**src/rtl/pal_dma.sv**
```systemverilog
// Palette DMA: copies len 32-bit words from a byte-addressed source into palette RAM,
// one outstanding read at a time, writing only while vblank is high.
module pal_dma #(
    parameter int PAL_ADDR_W = 10,
    parameter int PAL_DATA_W = 32
) (
    input  logic                  clk,
    input  logic                  rst_n,
    input  logic                  start,
    input  logic [31:0]           src_addr,
    input  logic [PAL_ADDR_W-1:0] dst_addr,
    input  logic [PAL_ADDR_W:0]   len,
    input  logic                  abort,
    input  logic                  vblank,
    output logic                  busy,
    output logic                  done,
    output logic                  rd_req,
    output logic [31:0]           rd_addr,
    input  logic                  rd_ack,
    input  logic [PAL_DATA_W-1:0] rd_data,
    output logic                  pal_we,
    output logic [PAL_ADDR_W-1:0] pal_addr,
    output logic [PAL_DATA_W-1:0] pal_wdata
);

    typedef enum logic [2:0] {
        S_IDLE,
        S_REQ,
        S_WRITE,
        S_DRAIN,
        S_DONE
    } state_e;

    localparam logic [PAL_ADDR_W-1:0] DST_ONE = 1;
    localparam logic [PAL_ADDR_W:0]   REM_ONE = 1;
    localparam logic [PAL_ADDR_W:0]   REM_ZERO = '0;

    state_e                  state_q, state_d;
    logic [31:0]             src_q, src_d;
    logic [PAL_ADDR_W-1:0]   dst_q, dst_d;
    logic [PAL_ADDR_W:0]     rem_q, rem_d;
    logic [PAL_DATA_W-1:0]   word_q, word_d;

    // NOTE: registers take non-blocking assignments only; the reset branch clears every flop.
    always_ff @(posedge clk) begin
        if (!rst_n) begin
            state_q <= S_IDLE;
            src_q   <= '0;
            dst_q   <= '0;
            rem_q   <= '0;
            word_q  <= '0;
        end else begin
            state_q <= state_d;
            src_q   <= src_d;
            dst_q   <= dst_d;
            rem_q   <= rem_d;
            word_q  <= word_d;
        end
    end

    // NOTE: every signal written here gets a default first, so no latch can be inferred.
    always_comb begin
        state_d   = state_q;
        src_d     = src_q;
        dst_d     = dst_q;
        rem_d     = rem_q;
        word_d    = word_q;
        busy      = 1'b0;
        done      = 1'b0;
        rd_req    = 1'b0;
        rd_addr   = '0;
        pal_we    = 1'b0;
        pal_addr  = '0;
        pal_wdata = '0;

        unique case (state_q)
            S_IDLE: begin
                if (start) begin
                    src_d   = src_addr;
                    dst_d   = dst_addr;
                    rem_d   = len;
                    state_d = (len == REM_ZERO) ? S_DONE : S_REQ;
                end
            end
            S_REQ: begin
                busy    = 1'b1;
                rd_req  = 1'b1;
                rd_addr = src_q;
                // An ack landing with the abort closes the handshake, so there is nothing to drain.
                if (abort) begin
                    state_d = rd_ack ? S_IDLE : S_DRAIN;
                end else if (rd_ack) begin
                    word_d  = rd_data;
                    state_d = S_WRITE;
                end
            end
            S_DRAIN: begin
                busy    = 1'b1;
                rd_req  = 1'b1;
                rd_addr = src_q;
                if (rd_ack) begin
                    state_d = S_IDLE;
                end
            end
            S_WRITE: begin
                busy      = 1'b1;
                pal_addr  = dst_q;
                pal_wdata = word_q;
                if (abort) begin
                    state_d = S_IDLE;
                end else if (vblank) begin
                    pal_we  = 1'b1;
                    dst_d   = dst_q + DST_ONE;
                    src_d   = src_q + 32'd4;
                    rem_d   = rem_q - REM_ONE;
                    state_d = (rem_q == REM_ONE) ? S_DONE : S_REQ;
                end
            end
            S_DONE: begin
                done    = 1'b1;
                state_d = S_IDLE;
            end
            default: begin
                state_d = S_IDLE;
            end
        endcase
    end

endmodule

```
**config.mk**
```make
export PLATFORM = sky130hd
export DESIGN_NAME = pal_dma
export DESIGN_NICKNAME = d
export VERILOG_FILES = /design/src/rtl/pal_dma.sv
export SDC_FILE = /design/constraint.sdc
export NUM_CORES = 1
export LEC_CHECK = 0
export CORE_MARGIN = 2
export CORE_UTILIZATION = 43
export DETAILED_ROUTE_END_ITERATION = 8
export GPL_TIMING_DRIVEN = 0
export PLACE_DENSITY_LB_ADDON = 0.1
export RECOVER_POWER = 50
export SETUP_SLACK_MARGIN = 0.15
export SYNTH_ARGS = -nofsm -noshare
export SYNTH_HDL_FRONTEND = slang
export SYNTH_SLANG_ARGS = --single-unit
```
**constraint.sdc**
```tcl
create_clock -name clk -period 2.1 [get_ports clk]
set_input_delay 0.42 -clock clk [delete_from_list [all_inputs] [get_ports clk]]
set_output_delay 0.42 -clock clk [all_outputs]
set_load 0.01 [all_outputs]
```
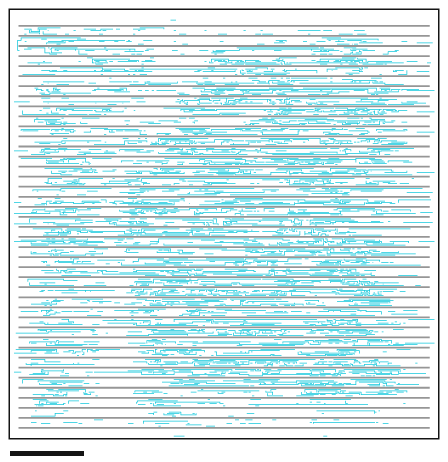
Figure 1: run 1, met1 routing.
Bar = 20 µm. Supply wires on this layer in gray.
main direction = horizontal
wire length on this layer = 8,640 µm
longest straight run = 57.5 µm

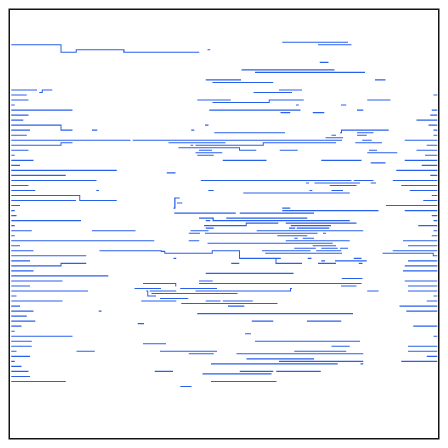
Figure 2: run 1, metal 3.
wire length on this layer = 2,410 µm
share of all routed wire = 11%
Via Count: 6,626
Routed WL: 21,800 µm
met3 Use GR: 7.48%

==> impl_metrics.ini, run 1 <==
; implementation run metrics
[worst_setup_path]
cpPeakStageDelay_ps = 330
slowest_stage = dfxtp_2
required_ps = 1680
reg2reg_to = src_q[31]$_SDFFE_PN0P_
r2r_cells = 7
critPathLaunch = state_q[0]$_SDFFE_PN0P_
critical_path.cell_chain = buf_6 > nor3b_4 > clkbuf_8 > buf_6 > buf_6 > buf_8 > and2_4 > buf_6
reg2reg_from = state_q[2]$_SDFFE_PN0P_
crit_buf_inv = 6
cp_max_fo = 4
critPathCaptureType = primary output
path_depth = 8
crit_family = buffers and inverters
path_class = reg2out
cp.arrival_ps = 1730
start_kind = flop

[timing]
worst_pin_slew_ps = 815
fin_ws_ps = -54.5
slew_headroom_pct = 45.2
finalCritPeriodShare_pct = 103
fmax_mhz = 464
fin_worst_skew_ps = 10.5
holdWs_ps = 455
rsz0062_at_grt = true
setup_violations = 54
slew_viol_final = 0
fin_crit_ps = 2150
hold_viol = 0
tns_ps = -1150

[drt]
drtPass1Iterations = 5
wl_met3_um = 2410
top_layer = met4
wl_met2_um = 10200
detail-route-antenna-nets = 0
via_per_inst = 5.84
routed_wire_length_per_instance_um = 19.2
met1Wirelength_um = 8640
drc = 0
drt_iter0_markers = 721

[place]
pre_cts_ws_ps = -1020
gp_congestion = 0.938
dpl.hpwl_um = 14500
dp_cells = 1065
place_area_um2 = 7250
port_buffers = 166

[finish]
n_all_buffers = 282
n_clock_buffer = 10
n_all_inverters = 7
seq-cell-share_pct = 20.6
largest_cell_class = logic gates
instances_no_fill = 1135
register_area_um2 = 1780
n_fill_cell = 987
numSequentialCells = 88
final_layout_top_logic_cells = 120 x nand2_1, 87 x clkdlybuf4s50_1, 85 x buf_6
drive_gt1_share_pct = 31.0
comb_share_pct = 42.1
area_growth_pct = 60.5
final_cell_area_um2 = 8630
layout.nonclk_buf_share_pct = 31.4
clock_area_share_pct = 3.16
fin_util_pct = 71.2
largest_registers = src_q (32), word_q (32), rem_q (11)
mi_logic_area_um2 = 3630

[logic_synthesis]
simple_gate_area_share_pct = 36.2
mux_share_pct = 1.77
syn-num-nets = 826
ys_ff = 88
ys_types = 68
aoi_share_pct = 22.8
synth-area-yosys_um2 = 5380
synth-adder-area-share_pct = 0.931
synthCells = 731
netlist_logic_family_top = simple AND/OR/NAND/NOR gates
netlist_top_cells_count = 121 x nand2_1, 88 x dfxtp_1, 85 x and2_1, 66 x a21oi_1, 41 x clkbuf_1
ff_type = dfxtp_1
yosysSeqAreaShare_pct = 32.8
ys_async_sr_fraction_pct = 0
yosysMostFrequentCell = nand2_1
top_cells_by_area = dfxtp_1 33%, and2_1 9.9%, nand2_1 8.4%, a21oi_1 6.1%, o21ai_0 2.9%
synth_area_um2 = 5380
ys_cells = 731
yosys.area.top_type = dfxtp_1
yosysTopAreaCellShare_pct = 32.8
edf_count = 0

[power]
power.share.clock_pct = 31.3
p_sw_mw = 1.55
p_comb_mw = 1.39
clk-power_mw = 1.53
seqPwrFrac_pct = 40.2
intPower_mw = 3.33
swShare_pct = 31.7
pg_seq_mw = 1.96
vdd.ir_drop.worst_mv = 0.473
finalPower_mw = 4.88
combPwrFrac_pct = 28.4
top_power_group = registers
static-leakage-power_nw = 3.41

[clock_network]
cts_sinks = 88
root_buffer = clkbuf_16
worstSkewPairLatency_ps = 350
cts_setup_buffers = 23
cts_tree = built
cts_buffers = 9
hold_buffers = 0
cts_resized = 501
clockBufferDepth = 2

[hold_path]
min_to = word_q[16]$_SDFFE_PN0P_
min-delay-start = word_q[16]$_SDFFE_PN0P_
hold_path_depth = 2
worstHoldPathType = reg2reg

[global_routing]
gr-usage-met1_pct = 39.6
grt_antenna_before_repair = 0
grt_pass1_wl_um = 32600
busiest_layer = met2
grt_max_degree = 15
grt_usage_pct = 31.4

[floorplanning]
coreArea_um2 = 12100
taps = 168
die_h_um = 116
rows = 40
ioPinCount = 169
dieArea_um2 = 13400
die_x_um = 116

[outcome]
outcome = finished with violations
violations = negative setup slack

[job]
warnings = 29
max_cap_viol_count = 0
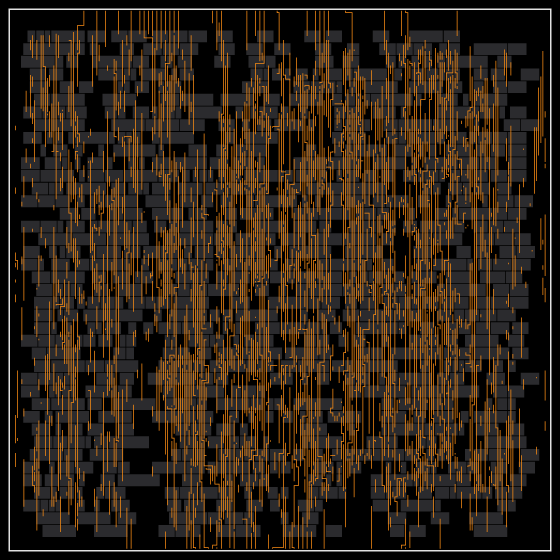
Figure 3: run 1, signal wires on met2.
Cells faint in the background.
nets with wire on the layer = 900
share of all routed wire = 47%
longest straight run = 57.1 µm
main direction = vertical
wire length on this layer = 10,200 µm
GR Layer Usage met2: 50.6%

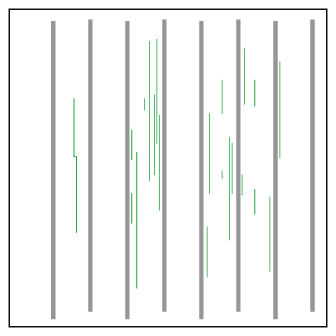
Figure 4: run 1, metal 4.
Supply wires on this layer in gray.
main direction = vertical
nets with wire on the layer = 17

--- run 2 (diff from run 1) ---
- CTS_CLUSTER_SIZE: unset -> 40
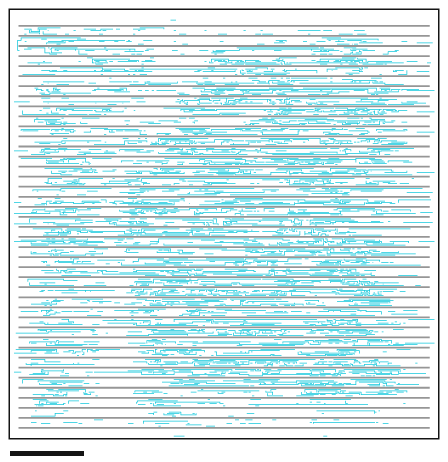
Figure 5: run 2, met1 routing.
Bar = 20 µm. Supply wires on this layer in gray.
wire length on this layer = 8,640 µm
share of all routed wire = 40%

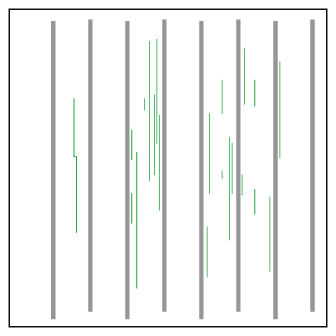
Figure 6: run 2, metal 4.
Supply wires on this layer in gray.
main direction = vertical
nets with wire on the layer = 17
wire length on this layer = 506 µm

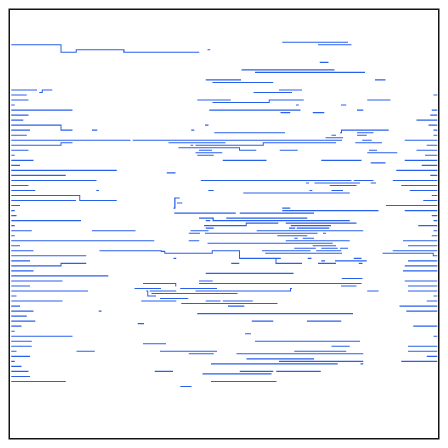
Figure 7: run 2, metal 3.
longest straight run = 56.4 µm
main direction = horizontal

==> impl_metrics.ini, run 2 <==
; implementation run metrics
[power]
clk-power_mw = 1.53
finalPower_mw = 4.88
seqPwrFrac_pct = 40.2
swShare_pct = 31.7
p_comb_mw = 1.39
p_sw_mw = 1.55
intPower_mw = 3.33
combPwrFrac_pct = 28.4
top_power_group = registers

[finish]
clock_area_share_pct = 3.16
comb_share_pct = 42.1
n_all_inverters = 7
n_all_buffers = 282
n_fill_cell = 987
mi_logic_area_um2 = 3630
area_growth_pct = 60.5
fin_util_pct = 71.2
instances_no_fill = 1135
register_area_um2 = 1780
largest_registers = src_q (32), word_q (32), rem_q (11)

[logic_synthesis]
aoi_share_pct = 22.8
yosysSeqAreaShare_pct = 32.8
ff_type = dfxtp_1
synth-adder-area-share_pct = 0.931
ys_types = 68
netlist_logic_family_top = simple AND/OR/NAND/NOR gates
yosysTopAreaCellShare_pct = 32.8
simple_gate_area_share_pct = 36.2
top_cells_by_area = dfxtp_1 33%, and2_1 9.9%, nand2_1 8.4%, a21oi_1 6.1%, o21ai_0 2.9%
yosys.area.top_type = dfxtp_1
netlist_top_cells_count = 121 x nand2_1, 88 x dfxtp_1, 85 x and2_1, 66 x a21oi_1, 41 x clkbuf_1
synth_area_um2 = 5380
mux_share_pct = 1.77

[drt]
drtPass1Iterations = 5
met1Wirelength_um = 8640
detail-route-antenna-nets = 0
wl_um = 21800
via_per_inst = 5.84
drc = 0

[job]
warnings = 29
max_cap_viol_count = 0

[worst_setup_path]
reg2reg_from = state_q[2]$_SDFFE_PN0P_
path_depth = 8
critical_path.cell_chain = buf_6 > nor3b_4 > clkbuf_8 > buf_6 > buf_6 > buf_8 > and2_4 > buf_6
critPathLaunch = state_q[0]$_SDFFE_PN0P_
cp.arrival_ps = 1730
crit_family = buffers and inverters

[hold_path]
hold_path_depth = 2
worstHoldPathType = reg2reg
min-delay-start = word_q[16]$_SDFFE_PN0P_

[outcome]
violations = negative setup slack
outcome = finished with violations

[clock_network]
cts_tree = built
hold_buffers = 0
cts_resized = 501
cts_setup_buffers = 23
cts_sinks = 88
worstSkewPairLatency_ps = 350
clockBufferDepth = 2

[place]
place_area_um2 = 7250
port_buffers = 166
dpl.hpwl_um = 14500
pre_cts_ws_ps = -1020

[floorplanning]
die_x_um = 116
dieArea_um2 = 13400
taps = 168

[global_routing]
grt_usage_pct = 31.4
gr-usage-met1_pct = 39.6

[timing]
holdWs_ps = 455
tns_ps = -1150
fin_crit_ps = 2150
fin_ws_ps = -54.5
setup_violations = 54
No activity file was given, so power comes from the tool's default toggle rates.
